--- config.mk ---
export PLATFORM = sky130hd
export DESIGN_NAME = bus_arbiter_2x1_flat
export DESIGN_NICKNAME = d
export VERILOG_FILES = /design/src/rtl/bus_if_types_pkg.sv /design/src/rtl/master_bus_if.sv /design/src/rtl/arb_pick2.sv /design/src/rtl/bus_arbiter_2x1.sv /design/src/flat_wrapper.sv
export SDC_FILE = /design/constraint.sdc
export NUM_CORES = 1
export LEC_CHECK = 0
export CORE_AREA = 4 4 118 120
export CTS_CLUSTER_SIZE = 14
export DETAILED_ROUTE_END_ITERATION = 8
export DIE_AREA = 0 0 122 124
export GPL_TIMING_DRIVEN = 0
export HOLD_SLACK_MARGIN = 0.03
export MAX_ROUTING_LAYER = met4
export SKIP_CTS_REPAIR_TIMING = 1
export SYNTH_ARGS = -nofsm -noshare
export SYNTH_HDL_FRONTEND = slang
export SYNTH_SLANG_ARGS = --single-unit
--- constraint.sdc ---
create_clock -name clk -period 4.5 [get_ports clk]
set_clock_uncertainty 0.2 [all_clocks]
set_input_delay 0.675 -clock clk [delete_from_list [all_inputs] [get_ports clk]]
set_output_delay 0.675 -clock clk [all_outputs]
set_load 0.005 [all_outputs]
--- src/rtl/bus_if_types_pkg.sv ---
// Shared bus transfer types and the arbiter state encoding.
// The arbiter state values double as the one-hot grant vector.
package bus_if_types_pkg;

  typedef enum logic {
    READ  = 1'b0,
    WRITE = 1'b1
  } ttype_e;

  typedef enum logic [1:0] {
    BYTE = 2'b00,
    HALF = 2'b01,
    WORD = 2'b10
  } tsize_e;

  typedef enum logic [1:0] {
    IDLE   = 2'b00,
    OWN_M0 = 2'b01,
    OWN_M1 = 2'b10
  } arb_state_e;

  function automatic arb_state_e pick_to_state(input logic [1:0] pick);
    case (pick)
      2'b01:   return OWN_M0;
      2'b10:   return OWN_M1;
      default: return IDLE;
    endcase
  endfunction

endpackage

--- src/rtl/master_bus_if.sv ---
// Simple core bus: requester drives the transfer, the far side answers with bdone/rdata.
interface master_bus_if;
  import bus_if_types_pkg::*;

  logic        bstart;
  logic        breq;
  ttype_e      ttype;
  tsize_e      tsize;
  logic [31:0] addr;
  logic [31:0] wdata;
  logic [31:0] rdata;
  logic        bdone;

  modport slave (
    input  bstart, breq, ttype, tsize, addr, wdata,
    output rdata, bdone
  );

  modport master (
    output bstart, breq, ttype, tsize, addr, wdata,
    input  rdata, bdone
  );
endinterface

--- src/rtl/arb_pick2.sv ---
// Two-way request picker: fixed priority (m0 first) by default,
// round-robin between m0 and m1 when ARB_ROUND_ROBIN_EN is defined.
module arb_pick2 (
  input  logic       clk,
  input  logic       rst_n,
  input  logic [1:0] req,
  input  logic       take,
  output logic [1:0] pick
);
`ifdef ARB_ROUND_ROBIN_EN
  logic prio_m1_reg;  // set when m1 should win the next tie

  always_ff @(posedge clk or negedge rst_n) begin
    if (!rst_n) begin
      prio_m1_reg <= 1'b0;
    end else if (take) begin
      prio_m1_reg <= pick[0];
    end
  end

  always_comb begin
    pick = req;
    if (req == 2'b11) begin
      pick = prio_m1_reg ? 2'b10 : 2'b01;
    end
  end
`else
  logic unused_inputs;
  assign unused_inputs = clk ^ rst_n ^ take;

  always_comb begin
    pick = req;
    if (req[0]) begin
      pick = 2'b01;
    end
  end
`endif
endmodule

--- src/rtl/bus_arbiter_2x1.sv ---
// 2:1 bus arbiter (m0 = dbus, m1 = ibus) onto one shared slave port with transfer timeout.
// ARB_ROUND_ROBIN_EN selects round-robin tie breaking instead of fixed m0 priority.
module bus_arbiter_2x1
  import bus_if_types_pkg::*;
#(
  parameter int TIMEOUT_CYCLES = 255
) (
  input  logic         clk,
  input  logic         rst_n,
  master_bus_if.slave  m0,
  master_bus_if.slave  m1,
  master_bus_if.master s,
  output logic [1:0]   grant,
  output logic         timeout_err
);

  localparam int CNT_W = (TIMEOUT_CYCLES > 0) ? $clog2(TIMEOUT_CYCLES + 1) : 1;
  localparam logic [CNT_W-1:0] CNT_LIMIT = CNT_W'(TIMEOUT_CYCLES);

  arb_state_e       state_reg, state_next;
  logic [CNT_W-1:0] cnt_reg, cnt_next;
  logic             arm_reg;
  logic [1:0]       req, pick;
  logic             pick_take, own_m0, own_m1, timeout_hit;

  assign req         = {m1.breq, m0.breq};
  assign own_m0      = (state_reg == OWN_M0);
  assign own_m1      = (state_reg == OWN_M1);
  assign grant       = state_reg;
  assign timeout_err = timeout_hit;

  arb_pick2 u_pick (
    .clk  (clk),
    .rst_n(rst_n),
    .req  (req),
    .take (pick_take),
    .pick (pick)
  );

  // A real completion on the limit cycle takes precedence over the abort.
  generate
    if (TIMEOUT_CYCLES > 0) begin : g_timeout
      assign timeout_hit = (own_m0 | own_m1) & ~s.bdone & (cnt_reg == CNT_LIMIT);
    end else begin : g_no_timeout
      assign timeout_hit = 1'b0;
    end
  endgenerate

  // arm_reg holds off arbitration for the first edge after reset release.
  always_ff @(posedge clk or negedge rst_n) begin
    if (!rst_n) begin
      state_reg <= IDLE;
      cnt_reg   <= '0;
      arm_reg   <= 1'b0;
    end else begin
      state_reg <= state_next;
      cnt_reg   <= cnt_next;
      arm_reg   <= 1'b1;
    end
  end

  always_comb begin
    state_next = state_reg;
    cnt_next   = cnt_reg;
    pick_take  = 1'b0;
    case (state_reg)
      IDLE: begin
        cnt_next = '0;
        if (arm_reg && (|req)) begin
          pick_take  = 1'b1;
          state_next = pick_to_state(pick);
        end
      end
      OWN_M0, OWN_M1: begin
        if (s.bdone) begin
          pick_take  = |req;
          state_next = pick_to_state(pick);
          cnt_next   = '0;
        end else if (timeout_hit) begin
          state_next = IDLE;
          cnt_next   = '0;
        end else if (TIMEOUT_CYCLES > 0) begin
          cnt_next = cnt_reg + 1'b1;
        end
      end
      default: begin
        state_next = IDLE;
        cnt_next   = '0;
      end
    endcase
  end

  always_comb begin
    s.bstart = 1'b0;
    s.breq   = 1'b0;
    s.ttype  = READ;
    s.tsize  = WORD;
    s.addr   = '0;
    s.wdata  = '0;
    m0.bdone = 1'b0;
    m0.rdata = '0;
    m1.bdone = 1'b0;
    m1.rdata = '0;
    if (own_m0) begin
      s.bstart = m0.bstart & ~timeout_hit;
      s.breq   = m0.breq & ~timeout_hit;
      s.ttype  = m0.ttype;
      s.tsize  = m0.tsize;
      s.addr   = m0.addr;
      s.wdata  = m0.wdata;
      m0.bdone = s.bdone | timeout_hit;
      m0.rdata = timeout_hit ? 32'h0 : s.rdata;
    end else if (own_m1) begin
      s.bstart = m1.bstart & ~timeout_hit;
      s.breq   = m1.breq & ~timeout_hit;
      s.ttype  = m1.ttype;
      s.tsize  = m1.tsize;
      s.addr   = m1.addr;
      s.wdata  = m1.wdata;
      m1.bdone = s.bdone | timeout_hit;
      m1.rdata = timeout_hit ? 32'h0 : s.rdata;
    end
  end

endmodule

--- src/flat_wrapper.sv ---
// flat-port wrapper written by rule: the top's interface ports become plain ports
module bus_arbiter_2x1_flat import bus_if_types_pkg::*;
#(
  parameter int TIMEOUT_CYCLES = 255
)
  (clk, rst_n, grant, timeout_err, m0_bstart, m0_breq, m0_ttype, m0_tsize, m0_addr, m0_wdata, m0_rdata, m0_bdone, m1_bstart, m1_breq, m1_ttype, m1_tsize, m1_addr, m1_wdata, m1_rdata, m1_bdone, s_bstart, s_breq, s_ttype, s_tsize, s_addr, s_wdata, s_rdata, s_bdone);
  master_bus_if m0_i ();
  master_bus_if m1_i ();
  master_bus_if s_i ();
  input  logic clk;
  input  logic rst_n;
  output logic [1:0] grant;
  output logic timeout_err;
  input wire logic [$bits(m0_i.bstart)-1:0] m0_bstart;
  input wire logic [$bits(m0_i.breq)-1:0] m0_breq;
  input wire logic [$bits(m0_i.ttype)-1:0] m0_ttype;
  input wire logic [$bits(m0_i.tsize)-1:0] m0_tsize;
  input wire logic [$bits(m0_i.addr)-1:0] m0_addr;
  input wire logic [$bits(m0_i.wdata)-1:0] m0_wdata;
  output wire logic [$bits(m0_i.rdata)-1:0] m0_rdata;
  output wire logic [$bits(m0_i.bdone)-1:0] m0_bdone;
  input wire logic [$bits(m1_i.bstart)-1:0] m1_bstart;
  input wire logic [$bits(m1_i.breq)-1:0] m1_breq;
  input wire logic [$bits(m1_i.ttype)-1:0] m1_ttype;
  input wire logic [$bits(m1_i.tsize)-1:0] m1_tsize;
  input wire logic [$bits(m1_i.addr)-1:0] m1_addr;
  input wire logic [$bits(m1_i.wdata)-1:0] m1_wdata;
  output wire logic [$bits(m1_i.rdata)-1:0] m1_rdata;
  output wire logic [$bits(m1_i.bdone)-1:0] m1_bdone;
  output wire logic [$bits(s_i.bstart)-1:0] s_bstart;
  output wire logic [$bits(s_i.breq)-1:0] s_breq;
  output wire logic [$bits(s_i.ttype)-1:0] s_ttype;
  output wire logic [$bits(s_i.tsize)-1:0] s_tsize;
  output wire logic [$bits(s_i.addr)-1:0] s_addr;
  output wire logic [$bits(s_i.wdata)-1:0] s_wdata;
  input wire logic [$bits(s_i.rdata)-1:0] s_rdata;
  input wire logic [$bits(s_i.bdone)-1:0] s_bdone;
  assign m0_i.bstart = m0_bstart;
  assign m0_i.breq = m0_breq;
  assign m0_i.ttype = m0_ttype;
  assign m0_i.tsize = m0_tsize;
  assign m0_i.addr = m0_addr;
  assign m0_i.wdata = m0_wdata;
  assign m0_rdata = m0_i.rdata;
  assign m0_bdone = m0_i.bdone;
  assign m1_i.bstart = m1_bstart;
  assign m1_i.breq = m1_breq;
  assign m1_i.ttype = m1_ttype;
  assign m1_i.tsize = m1_tsize;
  assign m1_i.addr = m1_addr;
  assign m1_i.wdata = m1_wdata;
  assign m1_rdata = m1_i.rdata;
  assign m1_bdone = m1_i.bdone;
  assign s_bstart = s_i.bstart;
  assign s_breq = s_i.breq;
  assign s_ttype = s_i.ttype;
  assign s_tsize = s_i.tsize;
  assign s_addr = s_i.addr;
  assign s_wdata = s_i.wdata;
  assign s_i.rdata = s_rdata;
  assign s_i.bdone = s_bdone;
  bus_arbiter_2x1 #(.TIMEOUT_CYCLES(TIMEOUT_CYCLES)) u_core (.clk(clk), .rst_n(rst_n), .m0(m0_i), .m1(m1_i), .s(s_i), .grant(grant), .timeout_err(timeout_err));
endmodule
### Register map, names as in the netlist, run 1

Bar = 20 um. Other sequential cells in the stronger gray, the rest of the logic in the fainter gray.
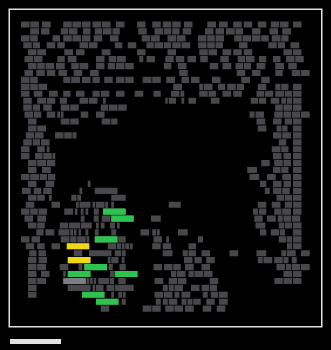
u_core.cnt_reg -> green  # flops 8
u_core.grant -> yellow  # flops 2
register area: 275 um^2
flop share of the area: 5.20%
final core area utilization: 40.8%
P_seq: 0.134 mW

### The clock network, run 1

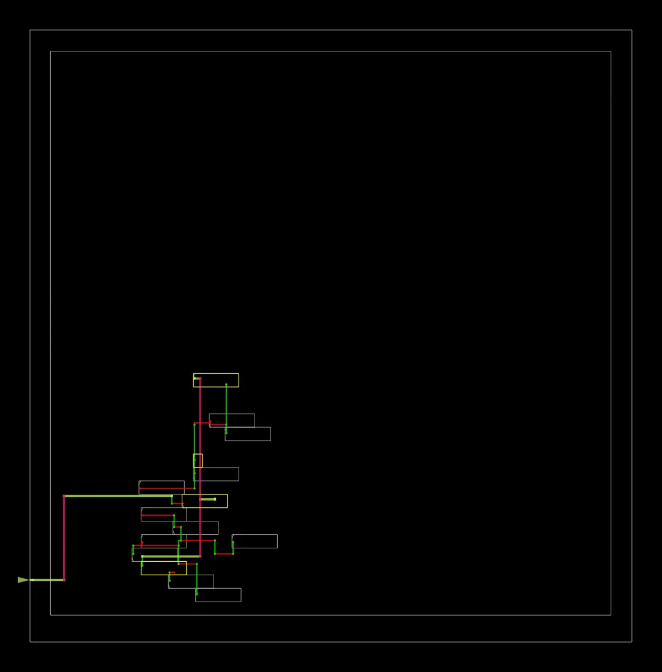
clkbuf count: 3
Clock Sinks: 11
clock-net power: 0.164 mW
clk_lat worst skew: 240 ps

### Sizing map, run 1

Bar = 20 um.
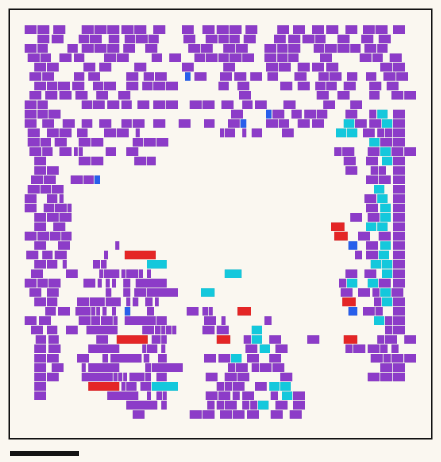
drive 3 to 4 -> cyan  # cells 36, share 6.7%
drive 2 -> blue  # cells 7, share 1.3%
drive 6 and up -> red  # cells 9, share 1.7%
drive 1 or less -> purple  # cells 489, share 90%
final worst-path setup slack: 812 ps
Area growth syn-to-layout: 180%

==> notes.md, run 1 <==
flow finished, numbers: hpwl dp 11.1 mm, Leading cell kind buffers, via count approximately 3000, mi-comb count about 190, io pins 311, power per cell area between 400 and 500 nW/um^2, Post-synth top flop dfrtp_1, min Tclk post-route 3690 ps, Die Ht about 120 um, H-tree levels 1, NetSw 0.778 mW, max reg flops 8, antenna violations before repair 0, antenna cells 0, CP max FO 10, Yosys chip area 1890 um^2, Setup crit end s_addr[27], Pre-Repair DR Iteration Count 4, outcome completed, synth unique cells 31, dpl cells about 710, largest net degree at the start of global routing 12, vias in the first global route 3254, fillers 1330, number of non-clock buffers in the layout 331, Total Routed Length 12.4 mm, Max-area cell share 30.6%, final setup vio count 0, Sw Share a little over a third, DR DRC count 0, Final Hold Fails 0, Inverters 5, Log Warnings 29, crit path from u_core.grant[1]$_DFFE_PN0P_, remaining global-route overflow 0, post-layout period usage 82.0%, die width around 120 um, RD Place Congestion about 0.8, root buffer cell clkbuf_16, share of cells above drive strength 1 about a tenth, Synth Warn # 0, Slew Limit Fails 0, FP Util 14.5%, #FFs+latches synth 11, Top Consumer combinational logic, top-count cell post-synth a22o_1, hold path start u_core.cnt_reg[0]$_DFF_PN0_, Vias/cell around 4.2
run 1: worst reg2reg max path, stage by stage (launching register included):
cell and delay [ps]:
dfrtp_1 420, ha_1 320, nand4_4 170, o21ai_0 450, nand2_1 180, mux2i_1 150
run 1: per-layer routing:
layer	global-route usage (%)	vias to the layer above	wire, um
met2	26.2	180	6360
met1	17.4	1361	4770
met4	2.66	0	165
li1	-	1454	-
met5	-	-	0
met3	3.68	17	1110
run 1: cells by family after synthesis:
group	Yosys count	share of synthesized area (%)
simple gates	99	36.4
compound gates	79	34.8
buf+inv	26	7.82
flops	11	14.6
fa+ha+maj	5	3.31
xor+xnor	4	1.86
mux	2	1.06
other cells	1	0.199
### Layout detail, run 1

Window x 76 to 106, y 16 to 46 um. Cells in gray, sequential cells in the stronger gray; small squares are vias.
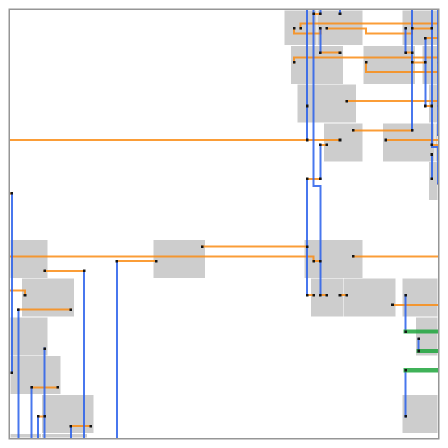

--- run 2 (diff from run 1) ---
--- a/config.mk
+++ b/config.mk
@@ -5,10 +5,10 @@
 export SDC_FILE = /design/constraint.sdc
 export NUM_CORES = 1
 export LEC_CHECK = 0
-export CORE_AREA = 4 4 118 120
+export CORE_AREA = 4 4 119 121
 export CTS_CLUSTER_SIZE = 14
 export DETAILED_ROUTE_END_ITERATION = 8
-export DIE_AREA = 0 0 122 124
+export DIE_AREA = 0 0 123 125
 export GPL_TIMING_DRIVEN = 0
 export HOLD_SLACK_MARGIN = 0.03
 export MAX_ROUTING_LAYER = met4
==> constraint.sdc (replaced) <==
create_clock -name clk -period 3.78 [get_ports clk]
set_clock_uncertainty 0.2 [all_clocks]
set_input_delay 0.567 -clock clk [delete_from_list [all_inputs] [get_ports clk]]
set_output_delay 0.567 -clock clk [all_outputs]
set_load 0.005 [all_outputs]
### Layout detail, run 2

Window x 77 to 107, y 16 to 46 um. Cells in gray, sequential cells in the stronger gray; small squares are vias.
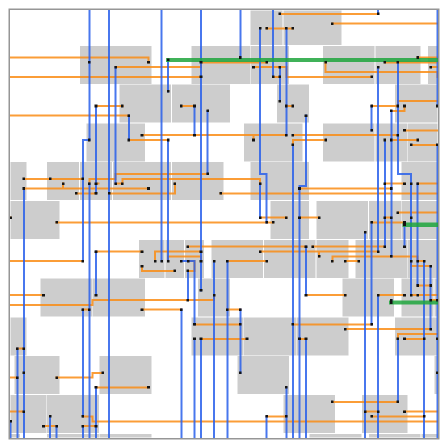
met2 -> blue
met1 -> orange
met3 -> green
sequential cells in the window = 0
most frequent = clkdlybuf4s50_1 (20), and2_4 (9), and2_1 (8)
cells with their middle in the window = 51

==> run 2 against run 1 <==
  * Core utilization decreased by 0.32 points
  * Count of clock-buffer cells in the layout increased by 1
  * Combinational power increased by about 20%
  * Largest power group unchanged
  * Sequential power increased by 18%
  * Critical path depth decreased by 1
  * Critical path type unchanged
  * Total power increased by 20%
==> notes.md, run 2 <==
flow finished, numbers: vias in the first global route 3171 (-2.6%), Top Consumer combinational logic, Area growth syn-to-layout 180% (about the same), most crowded layer after global routing met2, post-layout period usage 93.8%, outcome completed, antenna cells 0 (unchanged), RD Place Congestion 0.852 (+5.0%), Inverters 5 (unchanged), DRT met1 WL 4.76 mm (-0.17%), register area 275 um^2 (unchanged), GRT met2 Usage 29.6% (+3.3 points), GRT met3 Usage 3.97% (+0.30 points), metal3 WL 1.30 mm (+17%), largest net degree at the start of global routing 12 (unchanged), final worst-path setup slack 236 ps (-576 ps), Slew Limit Fails 0 (unchanged), crit path from u_core.grant[1]$_DFFE_PN0P_, Pre-Repair DR Iteration Count 4 (unchanged), root buffer cell clkbuf_16, via count 2975 (-1.2%), clk_lat worst skew 240 ps (about the same), met1 usage 16.9% (-0.47 points), hold path start u_core.cnt_reg[0]$_DFF_PN0_, Final Hold Fails 0 (unchanged), Yosys chip area 1890 um^2 (unchanged), Max-area cell share 30.6% (unchanged), Die Ht 125 um (+0.81%), die width 123 um (+0.82%), DR DRC count 0 (unchanged)
### The clock network, run 2

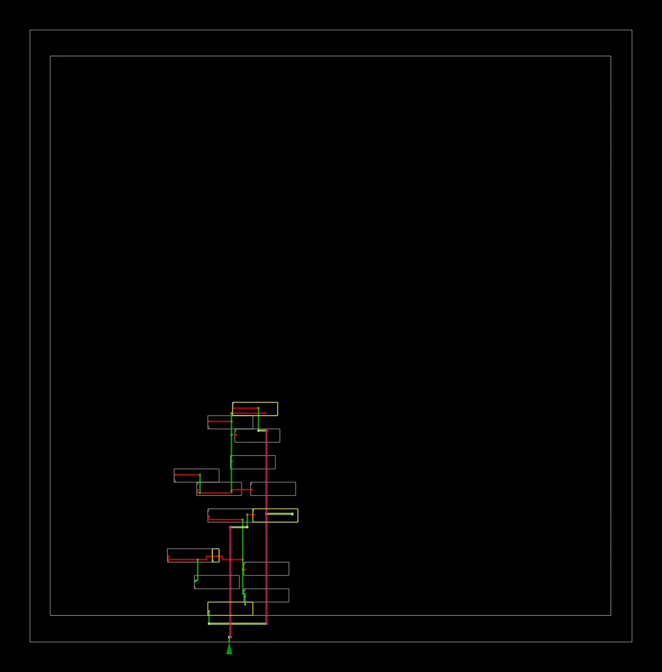
clock-net power: 0.195 mW
seq_cells: 11

[run 2: cell types whose count changed in the layout (fill, tap and decap cells not counted)]
cell,before,now
clkinv_2,1,0
clkbuf_1,11,12
nor2b_2,0,1
nor2b_1,3,2
[run 2: logic make-up (layout without fill, tap and decap cells)]
family / after synthesis / in the layout / synth area share (%)
compound gates: 79 / 79 / 34.8
xor+xnor: 4 / 4 / 1.86
fa+ha+maj: 5 / 5 / 3.31
buf+inv: 26 / 340 / 7.82
flops: 11 / 11 / 14.6
mux: 2 / 2 / 1.06
other cells: 1 / 1 / 0.199
simple gates: 99 / 99 / 36.4
[run 2: worst max-delay path, stage by stage (launching register included)]
cell and delay, ps:
dfrtp_1 410, inv_1 120, ha_1 160, clkbuf_1 450
clkbuf_1 490, a22oi_1 170, nor2_1 140, clkdlybuf4s50_1 580
Power figures rest on the tool's default switching activity, not on a simulated workload.
